### src/rtl/jtpopeye_pkg.sv
// Shared definitions for the Popeye sprite DMA: controller states and the
// default object-table geometry / main RAM read latency.
package jtpopeye_pkg;

    localparam int OBJ_AW     = 10;
    localparam int RAM_RD_LAT = 2;

    typedef enum logic [2:0] {
        IDLE,
        REQ,
        XFER,
        DRAIN,
        RELEASE
    } dma_state_e;

endpackage

### src/rtl/jtpopeye_dma_if.sv
// Bus seen by the sprite DMA: Z80 BUSRQ/BUSAK handshake, main RAM read port
// and the object buffer write port.
interface jtpopeye_dma_if
    import jtpopeye_pkg::*;
#(
    parameter int AW = OBJ_AW
);
    logic          busrq_n;
    logic          busak_n;
    logic          dma_cs;
    logic [AW-1:0] AD_DMA;
    logic [7:0]    DD_DMA;
    logic          INITEO;
    logic [AW-1:0] obj_addr;
    logic [7:0]    obj_data;
    logic          obj_we;

    modport master (
        output busrq_n, dma_cs, AD_DMA, INITEO, obj_addr, obj_data, obj_we,
        input  busak_n, DD_DMA
    );

    modport slave (
        input  busrq_n, dma_cs, AD_DMA, INITEO, obj_addr, obj_data, obj_we,
        output busak_n, DD_DMA
    );
endinterface

### src/rtl/jtpopeye_dma_pipe.sv
// RD_LAT-deep delay line carrying the valid bit and address of each issued
// main RAM read, so the write strobe lines up with the returning data.
module jtpopeye_dma_pipe
    import jtpopeye_pkg::*;
#(
    parameter int AW     = OBJ_AW,
    parameter int RD_LAT = RAM_RD_LAT
) (
    input  logic          clk,
    input  logic          rst,
    input  logic          flush,
    input  logic          in_valid,
    input  logic [AW-1:0] in_addr,
    output logic          out_valid,
    output logic [AW-1:0] out_addr
);
    localparam int SRW = RD_LAT * AW;

    logic [RD_LAT-1:0] vld;
    logic [SRW-1:0]    addr_sr;

    always_ff @(posedge clk or posedge rst) begin
        if (rst) begin
            vld     <= '0;
            addr_sr <= '0;
        end else begin
            vld     <= flush ? '0 : RD_LAT'({vld, in_valid});
            addr_sr <= SRW'({addr_sr, in_addr});
        end
    end

    // A flush also kills the entry leaving this cycle: its data is not trusted
    assign out_valid = vld[RD_LAT-1] & ~flush;
    assign out_addr  = addr_sr[SRW-1 -: AW];

endmodule

### src/rtl/jtpopeye_dma.sv
// Sprite DMA controller: on each vertical blank it takes the Z80 bus and
// copies the object table from main work RAM into the object buffer.
module jtpopeye_dma
    import jtpopeye_pkg::*;
#(
    parameter int AW     = OBJ_AW,
    parameter int RD_LAT = RAM_RD_LAT
) (
    input  logic           clk,
    input  logic           rst,
    input  logic           dma_en,
    input  logic           VB,
    jtpopeye_dma_if.master bus,
    output logic           overrun
);
    localparam int DW = $clog2(RD_LAT + 1);

    dma_state_e    state, next_state;
    logic          VBl, trig, lost, issue;
    logic [AW-1:0] rd_cnt, rd_nxt, rewind;
    logic [DW-1:0] drain_cnt, drain_nxt;
    logic          initeo, initeo_nxt, overrun_nxt;
    logic          pipe_valid;
    logic [AW-1:0] pipe_addr;

    assign trig  = VB & ~VBl;
    assign lost  = (state == XFER || state == DRAIN) && bus.busak_n;
    assign issue = (state == XFER) && !bus.busak_n;

    // After a bus loss, re-read the bytes that were still in flight
    assign rewind = (rd_cnt >= AW'(RD_LAT)) ? rd_cnt - AW'(RD_LAT) : '0;

    always_ff @(posedge clk or posedge rst) begin
        if (rst) begin
            state     <= IDLE;
            VBl       <= 1'b0;
            rd_cnt    <= '0;
            drain_cnt <= '0;
            initeo    <= 1'b0;
            overrun   <= 1'b0;
        end else begin
            state     <= next_state;
            VBl       <= VB;
            rd_cnt    <= rd_nxt;
            drain_cnt <= drain_nxt;
            initeo    <= initeo_nxt;
            overrun   <= overrun_nxt;
        end
    end

    always_comb begin
        next_state  = state;
        rd_nxt      = rd_cnt;
        drain_nxt   = drain_cnt;
        initeo_nxt  = initeo;
        overrun_nxt = overrun | (trig & (state != IDLE));
        case (state)
            IDLE: begin
                if (trig && dma_en) begin
                    next_state = REQ;
                    rd_nxt     = '0;
                end
            end
            REQ: begin
                if (!bus.busak_n) begin
                    next_state = XFER;
                    initeo_nxt = 1'b1;
                    rd_nxt     = rewind;
                end
            end
            XFER: begin
                drain_nxt = '0;
                if (lost) begin
                    next_state = REQ;
                end else if (&rd_cnt) begin
                    // Hold the terminal address so a loss in DRAIN rewinds correctly
                    next_state = DRAIN;
                end else begin
                    rd_nxt = rd_cnt + 1'b1;
                end
            end
            DRAIN: begin
                if (lost) begin
                    next_state = REQ;
                end else if (drain_cnt == DW'(RD_LAT - 1)) begin
                    next_state = RELEASE;
                end else begin
                    drain_nxt = drain_cnt + 1'b1;
                end
            end
            RELEASE: begin
                if (bus.busak_n) begin
                    next_state = IDLE;
                    initeo_nxt = 1'b0;
                end
            end
            default: next_state = IDLE;
        endcase
    end

    jtpopeye_dma_pipe #(
        .AW     (AW),
        .RD_LAT (RD_LAT)
    ) u_pipe (
        .clk       (clk),
        .rst       (rst),
        .flush     (lost),
        .in_valid  (issue),
        .in_addr   (rd_cnt),
        .out_valid (pipe_valid),
        .out_addr  (pipe_addr)
    );

    assign bus.busrq_n  = !(state == REQ || state == XFER || state == DRAIN);
    assign bus.dma_cs   = (state == XFER || state == DRAIN) && !bus.busak_n;
    assign bus.AD_DMA   = rd_cnt;
    assign bus.INITEO   = initeo;
    assign bus.obj_we   = pipe_valid;
    assign bus.obj_addr = pipe_valid ? pipe_addr : '0;
    assign bus.obj_data = pipe_valid ? bus.DD_DMA : '0;

endmodule

### src/flat_wrapper.sv
// flat-port wrapper written by rule: the top's interface ports become plain ports
module jtpopeye_dma_flat import jtpopeye_pkg::*;
#(
    parameter int AW     = OBJ_AW,
    parameter int RD_LAT = RAM_RD_LAT
)
  (clk, rst, dma_en, VB, overrun, bus_busrq_n, bus_dma_cs, bus_AD_DMA, bus_INITEO, bus_obj_addr, bus_obj_data, bus_obj_we, bus_busak_n, bus_DD_DMA);
  jtpopeye_dma_if #(.AW(AW)) bus_i ();
  input  logic clk;
  input  logic rst;
  input  logic dma_en;
  input  logic VB;
  output logic overrun;
  output wire logic [$bits(bus_i.busrq_n)-1:0] bus_busrq_n;
  output wire logic [$bits(bus_i.dma_cs)-1:0] bus_dma_cs;
  output wire logic [$bits(bus_i.AD_DMA)-1:0] bus_AD_DMA;
  output wire logic [$bits(bus_i.INITEO)-1:0] bus_INITEO;
  output wire logic [$bits(bus_i.obj_addr)-1:0] bus_obj_addr;
  output wire logic [$bits(bus_i.obj_data)-1:0] bus_obj_data;
  output wire logic [$bits(bus_i.obj_we)-1:0] bus_obj_we;
  input wire logic [$bits(bus_i.busak_n)-1:0] bus_busak_n;
  input wire logic [$bits(bus_i.DD_DMA)-1:0] bus_DD_DMA;
  assign bus_busrq_n = bus_i.busrq_n;
  assign bus_dma_cs = bus_i.dma_cs;
  assign bus_AD_DMA = bus_i.AD_DMA;
  assign bus_INITEO = bus_i.INITEO;
  assign bus_obj_addr = bus_i.obj_addr;
  assign bus_obj_data = bus_i.obj_data;
  assign bus_obj_we = bus_i.obj_we;
  assign bus_i.busak_n = bus_busak_n;
  assign bus_i.DD_DMA = bus_DD_DMA;
  jtpopeye_dma #(.AW(AW), .RD_LAT(RD_LAT)) u_core (.clk(clk), .rst(rst), .dma_en(dma_en), .VB(VB), .bus(bus_i), .overrun(overrun));
endmodule
### config.mk
export PLATFORM = sky130hd
export DESIGN_NAME = jtpopeye_dma_flat
export DESIGN_NICKNAME = d
export VERILOG_FILES = /design/src/rtl/jtpopeye_pkg.sv /design/src/rtl/jtpopeye_dma_if.sv /design/src/rtl/jtpopeye_dma_pipe.sv /design/src/rtl/jtpopeye_dma.sv /design/src/flat_wrapper.sv
export SDC_FILE = /design/constraint.sdc
export NUM_CORES = 1
export LEC_CHECK = 0
export CORE_MARGIN = 10
export CORE_UTILIZATION = 45
export CTS_CLUSTER_DIAMETER = 120
export DETAILED_ROUTE_END_ITERATION = 7
export GPL_ROUTABILITY_DRIVEN = 0
export GPL_TIMING_DRIVEN = 0
export HOLD_SLACK_MARGIN = 0.15
export PLACE_DENSITY = 0.86
export SLEW_MARGIN = 20
export SYNTH_ARGS = -nofsm -noshare
export SYNTH_HDL_FRONTEND = slang
export SYNTH_SLANG_ARGS = --single-unit
export TNS_END_PERCENT = 10
### constraint.sdc
create_clock -name clk -period 1.8 [get_ports clk]
set_input_delay 0.45 -clock clk [delete_from_list [all_inputs] [get_ports clk]]
set_output_delay 0.45 -clock clk [all_outputs]
set_load 0.01 [all_outputs]
final_placement.png
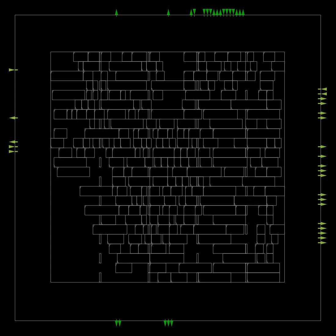
Row Count: 24
num tapcells: 52

port_nets.png
Bar = 20 um.
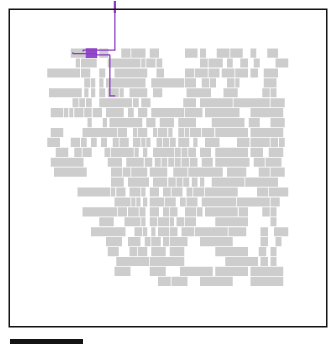
purple -> bus_busrq_n  # bits 1, direction output, edge top, end cells 1, wire 43.2 um
Buffers on Ports: 45
number of primary I/O pins: 46

metal_stack.png
Two of the layers only.
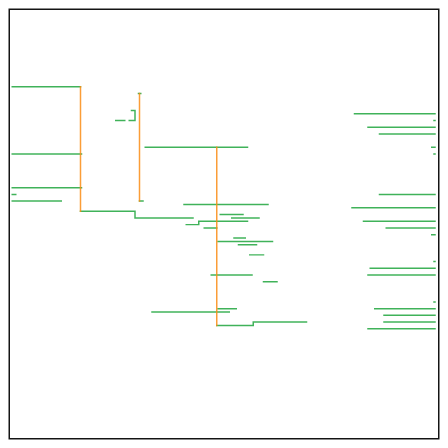
green -> met3  # wire length 385 um
orange -> met4  # wire length 83.0 um
total track usage: 13.4%
routed length per instance: 15.9 um

==> writeup.txt <==
For the worst min-delay path, the startpoint reported by OpenROAD is u_core.u_pipe.addr_sr[8]. The deepest level of the CTS H-tree was 2; the final design instance area without fill was 2850 um^2. Hold-check failures listed in the final report amount to 0.

The clock network is responsible for 18.1% of the overall power. For this run, the top clock speed supported by timing is 0.489 GHz. The flow ran to the end, but the final reports show violations.

The portion of the clock cycle consumed by the worst path in the final layout came out at 114%. STA classifies the critical path startpoint as a flip-flop. For this design the ratio of total power to cell area is 1420 nW/um^2. Leaving out fill and tap cells, the most frequent cells in the layout are dfrtp_1, clkdlybuf4s50_1, and2_1, buf_4, buf_2. The layout report gives the multi-input gate share of total cell area as 34.8%. The critical path arrival came out at 2230 ps. The post-synth count of flops with an enable pin is 0. The run gives -246 ps for the worst setup margin. The number of nets handed over by synthesis was 214. The tools report the worst-case setup slack after placement as -954 ps. The main area contributors are dfrtp_1, and2_1, ha_1, o21ai_0, a22o_1. The tools report the endpoint kind of the worst setup timing path as a flip-flop. The run gives 29 as the count of final setup violators. Summing the sequential cell areas from Yosys gives 50.1% of the chip area.

The average instance area after synthesis came out at 10.2 um^2. The final reports fail on negative setup slack. The run gives 1,710 for the via count of the first global-routing pass.
[worst min path at each step]
stage	slack, ps	endpoint	depth (start not counted)
final	350	u_core.u_pipe.addr_sr[18]	0
after global routing	360	u_core.u_pipe.addr_sr[18]	0
after CTS	350	u_core.u_pipe.addr_sr[18]	0
after detailed placement	330	u_core.u_pipe.addr_sr[17]	0
after global placement	330	u_core.u_pipe.addr_sr[19]	0
after floorplan	330	u_core.u_pipe.addr_sr[10]	0
[metal layers]
metal | wire length [um] | part of all wire, % | global-route usage [%] | vias to the layer above
li1 | - | - | - | 821
met1 | 2060 | 41 | 15.1 | 808
met2 | 2490 | 50 | 23.0 | 61
met3 | 384 | 7.7 | 4.69 | 7
met4 | 82 | 1.6 | 4.71 | 0
met5 | 0 | 0 | 0 | -
No activity file was given, so power comes from the tool's default toggle rates.
